<file path="src/rtl/mult_batch_host.sv">
// Host-side sequencer for the leading-one approximate multiplier:
// loads operand pairs, handshakes Start/Done, streams results out.
//
// Ports:
//   clk, rst                  clock, async active-high reset
//   in_valid/in_a/in_b        operand pair stream in (in_ready out)
//   op_we/op_addr/op_a/op_b   operand memory write port (registered)
//   Start / Done              multiplier controller handshake
//   res_addr / res_data       result RAM read port (1-cycle latency)
//   out_valid/out_data        product stream out (out_ready in)
//   batch_done                pulse after the last product is taken
//   err                       WAIT_DONE timeout pulse
//
// Optional feature: define MBH_TIMEOUT_EN to abort a batch when Done
// does not arrive within TIMEOUT cycles; otherwise err is tied 0.

module mult_batch_host #(
  parameter int DW      = 16,
  parameter int RW      = 32,
  parameter int PAIRS   = 8,
  parameter int AW      = 3,
  parameter int TIMEOUT = 1024
) (
  input  logic          clk,
  input  logic          rst,
  input  logic          in_valid,
  input  logic [DW-1:0] in_a,
  input  logic [DW-1:0] in_b,
  output logic          in_ready,
  output logic          op_we,
  output logic [AW-1:0] op_addr,
  output logic [DW-1:0] op_a,
  output logic [DW-1:0] op_b,
  output logic          Start,
  input  logic          Done,
  output logic [AW-1:0] res_addr,
  input  logic [RW-1:0] res_data,
  output logic          out_valid,
  output logic [RW-1:0] out_data,
  input  logic          out_ready,
  output logic          batch_done,
  output logic          err
);

  typedef enum logic [2:0] {
    S_IDLE,
    S_LOAD,
    S_START_HI,
    S_START_LO,
    S_WAIT,
    S_RD,
    S_CAP,
    S_SEND
  } state_t;

  localparam logic [AW-1:0] LAST = AW'(PAIRS - 1);

  state_t        state;
  logic [AW-1:0] wcnt;
  logic [AW-1:0] rcnt;

`ifdef MBH_TIMEOUT_EN
  localparam int TW = $clog2(TIMEOUT + 1);
  localparam logic [TW-1:0] TLAST = TW'(TIMEOUT - 1);
  logic [TW-1:0] tcnt;
`endif

  assign in_ready = (state == S_LOAD);
  // The result RAM registers the address itself, so rcnt is
  // presented directly and the data shows up in CAP.
  assign res_addr = rcnt;

  always_ff @(posedge clk or posedge rst) begin
    if (rst) begin
      state      <= S_IDLE;
      wcnt       <= '0;
      rcnt       <= '0;
      op_we      <= 1'b0;
      op_addr    <= '0;
      op_a       <= '0;
      op_b       <= '0;
      Start      <= 1'b0;
      out_valid  <= 1'b0;
      out_data   <= '0;
      batch_done <= 1'b0;
      err        <= 1'b0;
`ifdef MBH_TIMEOUT_EN
      tcnt       <= '0;
`endif
    end else begin
      op_we      <= 1'b0;
      Start      <= 1'b0;
      batch_done <= 1'b0;
      err        <= 1'b0;
      unique case (state)
        S_IDLE: begin
          if (in_valid) state <= S_LOAD;
        end
        S_LOAD: begin
          if (in_valid) begin
            op_we   <= 1'b1;
            op_addr <= wcnt;
            op_a    <= in_a;
            op_b    <= in_b;
            if (wcnt == LAST) begin
              wcnt  <= '0;
              state <= S_START_HI;
            end else begin
              wcnt <= wcnt + 1'b1;
            end
          end
        end
        S_START_HI: begin
          // Start is high for the single START_LO cycle, one cycle
          // after the final operand write.
          Start <= 1'b1;
          state <= S_START_LO;
`ifdef MBH_TIMEOUT_EN
          tcnt  <= '0;
`endif
        end
        S_START_LO, S_WAIT: begin
          if (Done) begin
            state <= S_RD;
`ifdef MBH_TIMEOUT_EN
          end else if (tcnt == TLAST) begin
            err   <= 1'b1;
            wcnt  <= '0;
            rcnt  <= '0;
            state <= S_IDLE;
          end else begin
            tcnt  <= tcnt + 1'b1;
            state <= S_WAIT;
`else
          end else begin
            state <= S_WAIT;
`endif
          end
        end
        S_RD: begin
          state <= S_CAP;
        end
        S_CAP: begin
          out_data  <= res_data;
          out_valid <= 1'b1;
          state     <= S_SEND;
        end
        S_SEND: begin
          if (out_ready) begin
            out_valid <= 1'b0;
            if (rcnt == LAST) begin
              rcnt       <= '0;
              batch_done <= 1'b1;
              state      <= S_IDLE;
            end else begin
              rcnt  <= rcnt + 1'b1;
              state <= S_RD;
            end
          end
        end
      endcase
    end
  end

endmodule

</file>
<file path="config.mk">
export PLATFORM = sky130hd
export DESIGN_NAME = mult_batch_host
export DESIGN_NICKNAME = d
export VERILOG_FILES = /design/src/rtl/mult_batch_host.sv
export SDC_FILE = /design/constraint.sdc
export NUM_CORES = 1
export LEC_CHECK = 0
export CORE_MARGIN = 2
export CORE_UTILIZATION = 40
export DETAILED_ROUTE_END_ITERATION = 8
export PLACE_DENSITY_LB_ADDON = 0.3
export SYNTH_ARGS = -nofsm -noshare
export SYNTH_HDL_FRONTEND = slang
export SYNTH_SLANG_ARGS = --single-unit
</file>
<file path="constraint.sdc">
create_clock -name clk -period 4.05 [get_ports clk]
set_input_delay 1.0125 -clock clk [delete_from_list [all_inputs] [get_ports clk]]
set_output_delay 1.0125 -clock clk [all_outputs]
set_load 0.02 [all_outputs]
</file>
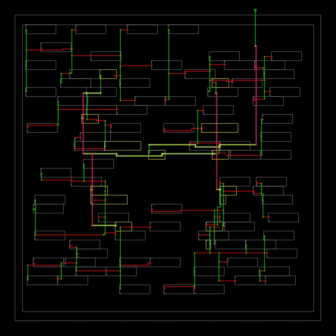
final_clocks.png
worst skew pair latency: 340 ps
Clock Power: 0.663 mW

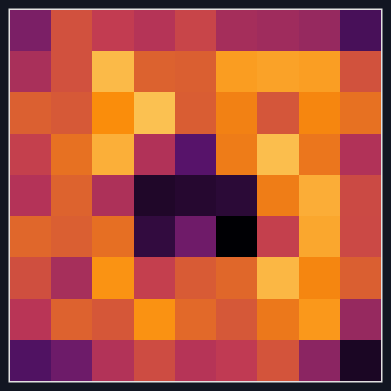
density.png
Drawn at 4 px/µm. 9 x 9 tiles, from black (low) to pale yellow (high), 0 to 100% covered.
fullest tile: 86%
nearly empty tiles: 1.2%
tiles over 75% full: 17%
emptiest ninth of the die: middle
mean over tiles: 55%

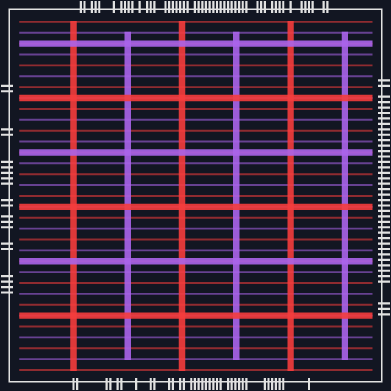
pdn.png
Drawn at 4 px/µm. Pins as bars on the die edge.
| net | colour |
|---|---|
| VDD | purple |
| VSS | red |
met1 rails: 33
met4 straps: 6
signal pins: 145
met5 straps: 6

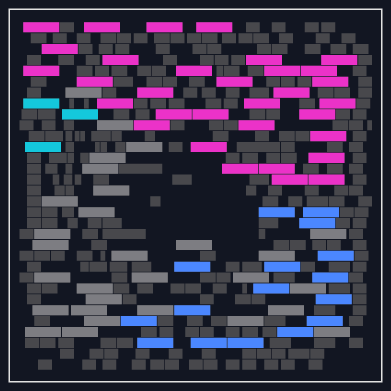
registers.png
Drawn at 4 px/µm.
| signal | colour | placed flops |
|---|---|---|
| out_data | magenta | 32 |
| op_b | blue | 16 |
| res_addr | cyan | 3 |
not coloured: 29

==> impl_metrics.py <==
# Generated from Yosys and OpenROAD reports
metrics = {
    "global_routing": {
        "grt_use_total": 0.148,
        "antenna_found_initial": 0,
        "use_met1": 0.188,
    },
    "synth": {
        "yosys_cells": 194,
        "synthAoiAreaFrac": 0.0163,
        "netlist_instances": 194,
        "mux_area_frac": 0.272,
        "ys_types": 26,
        "ys.flops": 80,
        "synth_area_per_cell_um2": 16.2,
        "fp_nets": 267,
        "xor_area_frac": 0,
        "yosysWarnings": 0,
        "edf_count": 0,
        "yosys_area_mm2": 0.00315,
        "ff_type": "dfrtp_1",
        "ys_sh_adder": 0.0159,
        "largest_area_cell": "dfrtp_1",
        "yosys.area.top_type_share": 0.636,
    },
    "cells_and_area": {
        "layout.nonclk_buf_frac": 0.298,
        "largest_registers": "out_data (32), op_a (16), op_b (16)",
        "stdcell_count": 446,
        "drive_gt1_frac": 0.267,
        "final_cell_mix": "143 x clkdlybuf4s50_1, 80 x dfrtp_1, 64 x mux2_2",
        "nets": 414,
        "largest_reg_flops": 32,
        "layout_top_cell": "clkdlybuf4s50_1",
        "inv_count": 2,
        "n_sequential_cell": 80,
    },
    "final_timing": {
        "rsz0062_at_grt": "false",
        "tightest_slew_ps": 668,
        "setup_viol": 0,
        "hold_viol": 0,
        "holdWs_ps": 478,
        "final_max_slew_viol_count": 0,
        "max_slew_margin": 0.554,
    },
    "job": {
        "log.warning_count": 26,
        "drv_cap": 0,
    },
    "hold_path": {
        "hold_depth": 2,
        "hold_end": "out_valid",
        "min_path_type": "flip-flop to flip-flop",
    },
    "die": {
        "core.rowCount": 32,
        "core_util_floorplan": 0.410,
        "tapCellCount": 102,
    },
    "cts": {
        "cts_tree": "built",
        "cts-htree-levels": 3,
        "post_cts_buffers": 0,
        "cts_buffers": 9,
        "clk_path_buf_depth": 2,
        "root_buffer": "clkbuf_8",
        "cts_sinks": 80,
    },
    "placement": {
        "gp_congestion": 0.758,
        "post-dp-hpwl_um": 4600,
        "dp_slack_ps": 1420,
        "placedCellCount": 432,
    },
    "run_status": {
        "status": "completed",
    },
    "drt": {
        "drc_errors": 0,
        "via_per_inst": 4.60,
    },
    "critical_path": {
        "rr_startpoint": "state[1]",
        "cp-endpoint": "in_ready",
        "crit_start": "state[1]",
        "worstPathRequired_ps": 3040,
        "r2r-end": "op_b[8]",
        "r2r_cells": 3,
    },
    "power": {
        "pwr-share-seq": 0.376,
        "combPwrFrac": 0.419,
        "seq_cell_power_mw": 1.22,
    },
}
No activity file was given, so power comes from the tool's default toggle rates.
